Figure 1. Close-up of the layout (run 1).
The bar under the picture is 10 microns long. Region (106, 59) to (131, 84) microns. Cells in gray, sequential cells in the stronger gray; small squares are vias.
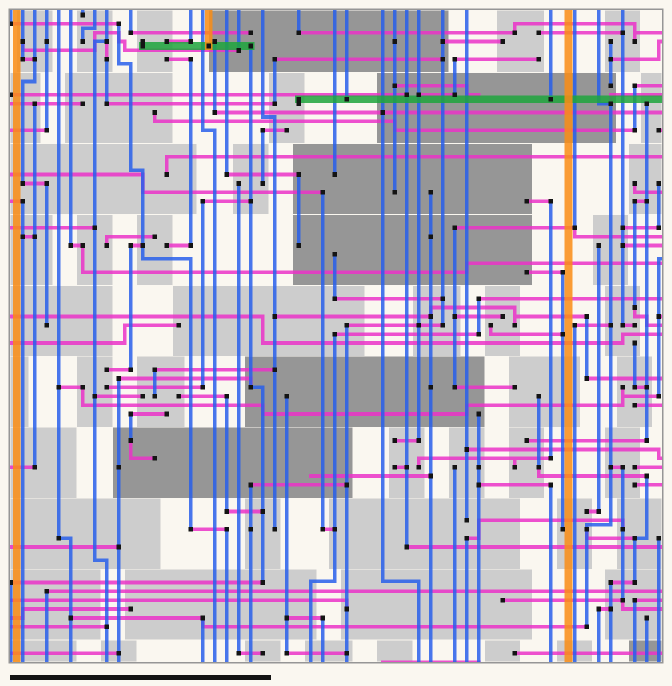
Figure 2. Cell outlines without signal wires (run 1).
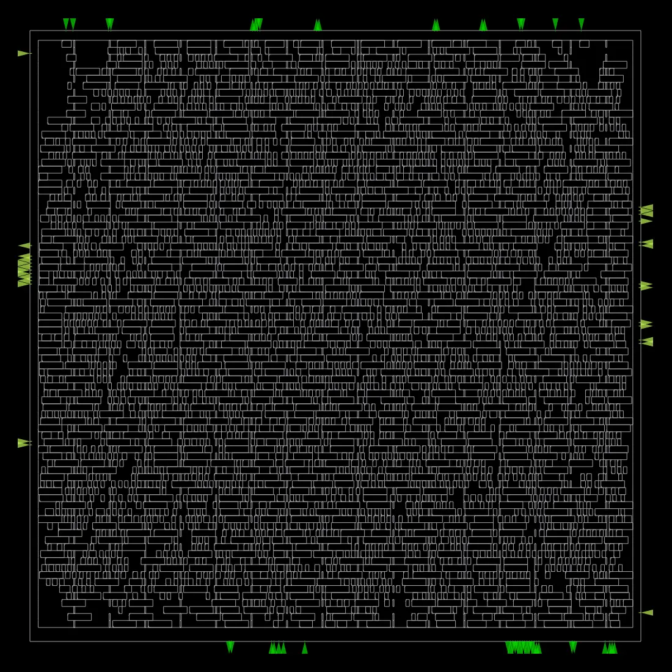
Figure 3. Gate-type map (run 1).
The bar under the picture is 50 microns long.
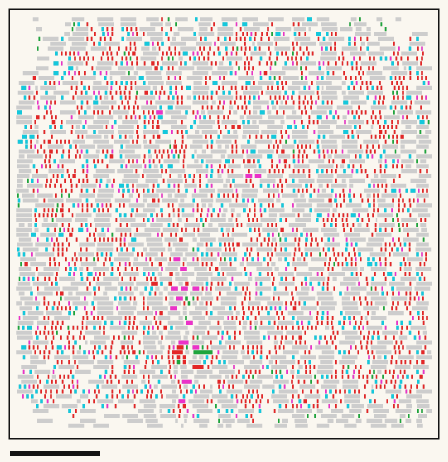
Figure 4. Wire density map (run 1).
The die is cut into 24 by 24 equal tiles; black is low, pale yellow is high, scaled to the fullest tile. Values are wire area over tile area, all layers added.
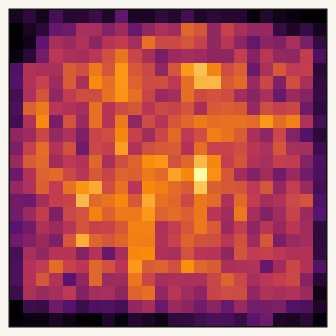
File: config.mk
export PLATFORM = sky130hd
export DESIGN_NAME = sram
export DESIGN_NICKNAME = d
export VERILOG_FILES = /design/src/rtl/sram.sv
export SDC_FILE = /design/constraint.sdc
export NUM_CORES = 1
export LEC_CHECK = 0
export ABC_AREA = 1
export ABC_CLOCK_PERIOD_IN_PS = 1000
export CELL_PAD_IN_SITES_DETAIL_PLACEMENT = 1
export CELL_PAD_IN_SITES_GLOBAL_PLACEMENT = 1
export CORE_MARGIN = 3
export CORE_UTILIZATION = 46
export DETAILED_ROUTE_END_ITERATION = 6
export PLACE_DENSITY_LB_ADDON = 0.1
export SYNTH_ARGS = -nofsm -noshare
export SYNTH_HDL_FRONTEND = slang
export SYNTH_SLANG_ARGS = --single-unit
File: constraint.sdc
create_clock -name i_clk -period 1 [get_ports i_clk]
set_clock_uncertainty 0.05 [all_clocks]
set_input_delay 0.2 -clock i_clk [delete_from_list [all_inputs] [get_ports i_clk]]
set_output_delay 0.2 -clock i_clk [all_outputs]
set_load 0.1 [all_outputs]
File: src/rtl/sram.sv
// Single-port synchronous SRAM with registered read data; every word is cleared by async reset.
// Optional macro SRAM_WRITE_FIRST_EN selects write-first read data on write edges (default read-first).
module sram #(
  parameter int ADDR_WIDTH = 4,
  parameter int DATA_WIDTH = 32,
  parameter int DEPTH      = 16
) (
  input  logic                  i_clk,
  input  logic                  i_rst_n,
  input  logic [ADDR_WIDTH-1:0] i_addr,
  input  logic                  i_write,
  input  logic [DATA_WIDTH-1:0] i_data,
  output logic [DATA_WIDTH-1:0] o_data
);

  // One extra bit so DEPTH == 2**ADDR_WIDTH is representable.
  localparam logic [ADDR_WIDTH:0] DEPTH_L = (ADDR_WIDTH + 1)'(DEPTH);

  logic [DATA_WIDTH-1:0] mem_q [DEPTH];
  logic [DATA_WIDTH-1:0] rdata_d;
  logic [DATA_WIDTH-1:0] rdata_q;
  logic                  in_range_s;
  logic                  wr_en_s;

  always_comb begin
    in_range_s = ({1'b0, i_addr} < DEPTH_L);
    wr_en_s    = i_write & in_range_s;
  end

  always_comb begin
    rdata_d = '0;
    if (in_range_s) begin
`ifdef SRAM_WRITE_FIRST_EN
      if (i_write) begin
        rdata_d = i_data;
      end else begin
        rdata_d = mem_q[i_addr];
      end
`else
      rdata_d = mem_q[i_addr];
`endif
    end else begin
      rdata_d = '0;
    end
  end

  always_ff @(posedge i_clk or negedge i_rst_n) begin
    if (!i_rst_n) begin
      for (int i = 0; i < DEPTH; i++) begin
        mem_q[i] <= '0;
      end
    end else if (wr_en_s) begin
      mem_q[i_addr] <= i_data;
    end
  end

  always_ff @(posedge i_clk or negedge i_rst_n) begin
    if (!i_rst_n) begin
      rdata_q <= '0;
    end else begin
      rdata_q <= rdata_d;
    end
  end

  assign o_data = rdata_q;

endmodule

==> results_slide.txt, run 1 <==
Implementation Results

Placement
  • Placed Instances: 4017
  • Final Wtd Congestion: roughly 0.8

Finish
  • Bufs w/o clock: around 340
  • Gate Area: just over 10000 sq um
  • Diodes inserted: 0
  • Fill count: approximately 6300
  • Largest class: flip-flops and latches
  • FFs & Latches: between 500 and 600
  • Number of flip-flops in the largest register: between 500 and 600
  • Clock buf/inv share: 6.71%
  • Reg area: between 10000 and 15000 sq um
  • Design Area, Final: around 32000 sq um
  • Share of cells above drive strength 1: around 16%
  • Non-CTS inverters: 104
  • # clk buffers: 82
  • Mi-comb count: 2424
  • Fin nets: ~3500
  • NonClk Buf Share: roughly 14%
  • Most frequent cells in the layout: nand2_1 (1588), dfrtp_1 (541), nor2_1 (253)

Yosys
  • Synth warn: 0
  • Yosys Chip Area: 24700 sq um
  • Most common reg cell: dfrtp_1
  • Count leader, synth: nand2_1
  • Yosys simple share: 29.2%
  • Cell area leaders: dfrtp_1 (55%), nand2_1 (25%), a21oi_1 (5.2%)
  • Adder Area Share: 0%
  • Register share after synthesis: a little under three fifths
  • FFs w/ async S/R, synth: 100%
  • Distinct cells, synth: 15
  • Mux share: 0%
  • Top comb family, area: simple AND/OR/NAND/NOR gates
  • Synthesized instance count: roughly 3300
  • Post-synth top cells: nand2_1 (1642), dfrtp_1 (544), a21oi_1 (256), nor2_1 (256), o21ai_0 (245)
  • Dominant cell area share: a little under three fifths
  • Synthesized area per cell: 7.49 sq um

Critical path
  • Critical path class: reg2out
  • CP Capture Type: output port
  • Startpoint type of the worst setup path: flop
  • Top delay family on crit path: flip-flops
  • Critical Path Start: o_data[30]
  • R2R depth: 8
  • CP max-delay cell: dfrtp_2
  • Buf/Inv on CP: 1
  • Worst reg-to-reg setup slack: -110 ps
  • Setup crit end: o_data[30]
  • Reg2reg end: o_data[4]
  • Critical Path Max Stage Delay: 450 ps

Clocking
  • Postcts setup bufs: 39
  • Clk latency late pin: approximately 620 ps
  • CTS tree: built
  • Post-CTS sizing: about 54
  • Clk root buf: clkbuf_16
  • CTS Sinks: roughly 540
  • Clock Path Buffers: 3
  • TritonCTS Buffers: between 50 and 60

Power
  • Power consumption: ~70 mW
  • Combinational gate power: approximately 16 mW
  • Seq pwr share: 42.5%
  • Power per standard cell area: between 2000 and 2500 nW/um^2
  • Clock net power: roughly 24 mW
  • Clk pwr share: about 34%
  • Logic pwr share: a little under a quarter
  • Leakage: ~16 nW
  • Cell internal pwr: a little under 50 mW

STA
  • Final hold slack: between 100 and 150 ps
  • Setup_tns: -15720 ps
  • Fin crit share: 151%
  • Final setup vio count: 58
  • Worst rel slew slack: a little over two thirds
  • Setup ws final: -508 ps
  • Fin crit period: approximately 1500 ps
  • Final hold viol count: 0
  • Achievable clock frequency: around 660 MHz
  • Worst Tran Pin Value: around 460 ps

Status
  • Violated checks: setup timing
  • Outcome: complete, but fails checks

Route
  • M1 WL: approximately 36 mm
  • Antenna Nets Post-Route: 0
  • Total iterations of the first detailed-routing run: 5
  • Drt initial violations: between 1000 and 1500

Worst hold path
  • Type of the worst min-delay path: in2async

Global routing
  • M1 GR Usage: about two fifths
  • Met2 Resource Use GR: 56.2%
  • Grt met3 use: about 3.7%
  • First-pass GRT wire length: between 100 and 150 mm
  • Grt peak-use layer: met2

Die
  • # IOs: 71
  • Floorplan utilization: a little under half

Job
  • Tool warnings: 29
Notes on Figure 1 above:
- green: metal 3
- orange: metal 4
- magenta: metal 1
- blue: metal 2
- cells with their middle in the window: 42
- sequential cells in the window: 6
- netlist names of flops here include: mem_q (6)
- most frequent: nand2_1 (19), buf_12 (7), dfrtp_1 (6)

Notes on Figure 2 above:
Tapcell Cnt: 688
Finished Core Util: 60.3%
core area: 52900 sq um
row count: 84

Notes on Figure 3 above:
- green: inv cells (cells 104; where spread over the die)
- red: nand cells (cells 1644; where spread over the die)
- magenta: nor cells (cells 268; where spread over the die)
- cyan: aoi and oai cells (cells 512; where spread over the die)
most numerous logic cell after layout: nand2_1
Final Non-Filler Cells: 4212
logic share of the area: 32.1%

Notes on Figure 4 above:
- fullest tile: 0.53
- mean over tiles: 0.24
- tiles over half the peak: 44%
via count: 22800
All-Layer GR Usage: 31.3%
WL final: 87.2 mm

==> run 2, diff against run 1 <==
--- a/config.mk
+++ b/config.mk
@@ -7,12 +7,13 @@
 export LEC_CHECK = 0
 export ABC_AREA = 1
 export ABC_CLOCK_PERIOD_IN_PS = 1000
-export CELL_PAD_IN_SITES_DETAIL_PLACEMENT = 1
-export CELL_PAD_IN_SITES_GLOBAL_PLACEMENT = 1
+export CELL_PAD_IN_SITES_DETAIL_PLACEMENT = 2
+export CELL_PAD_IN_SITES_GLOBAL_PLACEMENT = 2
 export CORE_MARGIN = 3
-export CORE_UTILIZATION = 46
+export CORE_UTILIZATION = 37
 export DETAILED_ROUTE_END_ITERATION = 6
 export PLACE_DENSITY_LB_ADDON = 0.1
 export SYNTH_ARGS = -nofsm -noshare
 export SYNTH_HDL_FRONTEND = slang
 export SYNTH_SLANG_ARGS = --single-unit
+export TNS_END_PERCENT = 1
==> results_slide.txt, run 2 <==
Implementation Results

Yosys
  • Yosys simple share: 29.2%
  • Register share after synthesis: 55.1%
  • Post-synth top cells: nand2_1 (1642), dfrtp_1 (544), a21oi_1 (256), nor2_1 (256), o21ai_0 (245)
  • Yosys Chip Area: between 20000 and 25000 sq um
  • Synthesized instance count: 3297
  • Count leader, synth: nand2_1
  • Distinct cells, synth: 15
  • Mux share: 0%
  • FFs w/ async S/R, synth: 100%
  • Adder Area Share: 0%
  • Dominant cell area share: between 50% and 60%
  • Synthesized area per cell: approximately 7.5 sq um
  • Cell area leaders: dfrtp_1 (55%), nand2_1 (25%), a21oi_1 (5.2%)
  • Most common reg cell: dfrtp_1
  • Synth warn: 0
  • Cell taking the most area after synthesis: dfrtp_1

Clocking
  • Clk root buf: clkbuf_16
  • Post-CTS sizing: between 60 and 70
  • Clock Path Buffers: 3
  • CTS tree: built
  • TritonCTS Buffers: between 60 and 70
  • CTS Sinks: approximately 540
  • Postcts setup bufs: 5

Finish
  • Share of cells above drive strength 1: about an eighth
  • Final Non-Filler Cells: between 4000 and 5000
  • Reg area: approximately 14000 sq um
  • Fill count: between 7000 and 8000
  • Non-CTS inverters: 104
  • # clk buffers: between 100 and 150
  • NonClk Buf Share: between 10% and 20%
  • Bufs w/o clock: ~270
  • Diodes inserted: 1
  • Clock buf/inv share: under 10%
  • Most numerous logic cell after layout: nand2_1
  • Mi-comb count: between 2000 and 2500
  • Largest class: flip-flops and latches
  • Gate Area: around 10000 sq um
  • Most frequent cells in the layout: nand2_1 (1591), dfrtp_1 (542), nor2_1 (255)
  • FFs & Latches: roughly 540
  • Finished Core Util: between 40% and 50%
  • Number of flip-flops in the largest register: roughly 500
  • Design Area, Final: around 31000 sq um
  • Logic share of the area: between 30 and 40%

Route
  • Via count: 22800
  • Drt initial violations: around 1100
  • WL final: 96.1 mm
  • Antenna Nets Post-Route: 0
  • M1 WL: slightly above 40 mm
  • Total iterations of the first detailed-routing run: 5

STA
  • Achievable clock frequency: ~630 MHz
  • Setup_tns: -16080 ps
  • Max-slew violations: 0
  • Final setup vio count: between 80 and 90
  • Final hold viol count: 0
  • Worst rel slew slack: between 60% and 70%
  • Worst Tran Pin Value: around 540 ps
  • Setup ws final: -594 ps
  • Fin crit share: 159%
  • Fin crit period: around 1600 ps
  • Final hold slack: roughly 110 ps

Worst hold path
  • Type of the worst min-delay path: in2async

Power
  • Logic pwr share: 22.1%
  • Biggest consumer: registers
  • Seq pwr share: between 40% and 50%
  • Combinational gate power: between 15 and 20 mW
  • Clk pwr share: between 30% and 40%
  • Power consumption: between 60 and 70 mW
  • Cell internal pwr: ~47 mW
  • Leakage: ~16 nW

Placement
  • Placed Instances: ~4200
  • Final Wtd Congestion: between 0.7 and 0.8
  • HPWL after DPL: about 60 mm

Die
  • Floorplan utilization: 37.4%
  • Die footprint: ~70000 sq um
  • Core area: ~66000 sq um
  • Tapcell Cnt: 864
  • Row count: about 94
  • # IOs: between 70 and 80

Critical path
  • Critical Path Max Stage Delay: 430 ps
  • Critical Path Start: o_data[6]
  • R2R depth: 8
  • Worst reg-to-reg setup slack: -140 ps
  • WP data required: roughly 750 ps
  • Top delay family on crit path: flip-flops
  • Buf/Inv on CP: 2
  • CP max-delay cell: dfrtp_1
  • Crit-path most repeated cell: buf_12
  • CP Depth: 2
  • Setup crit end: o_data[6]
  • CP Capture Type: output port

Global routing
  • First-pass GRT wire length: 152 mm
  • All-Layer GR Usage: between 20% and 30%
  • M1 GR Usage: a little over a third
  • Grt peak-use layer: met2

Status
  • Violated checks: setup timing
  • Outcome: complete, but fails checks

Job
  • Max-Cap Viols: 0
  • Tool warnings: 29
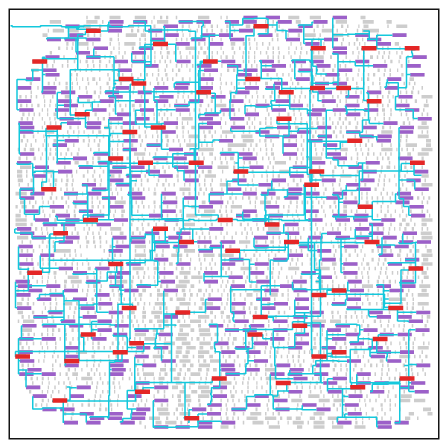
Figure 5: run 2, clock network drawn from the DEF.
- red: clock drivers (count 66)
- purple: flip-flops (count 544)
- cyan: clock wires (length 8340 microns)
- flops lie: spread over the die
clk latency late pin: 600 ps
Clock net power: 24.1 mW

No activity file was given, so power comes from the tool's default toggle rates.
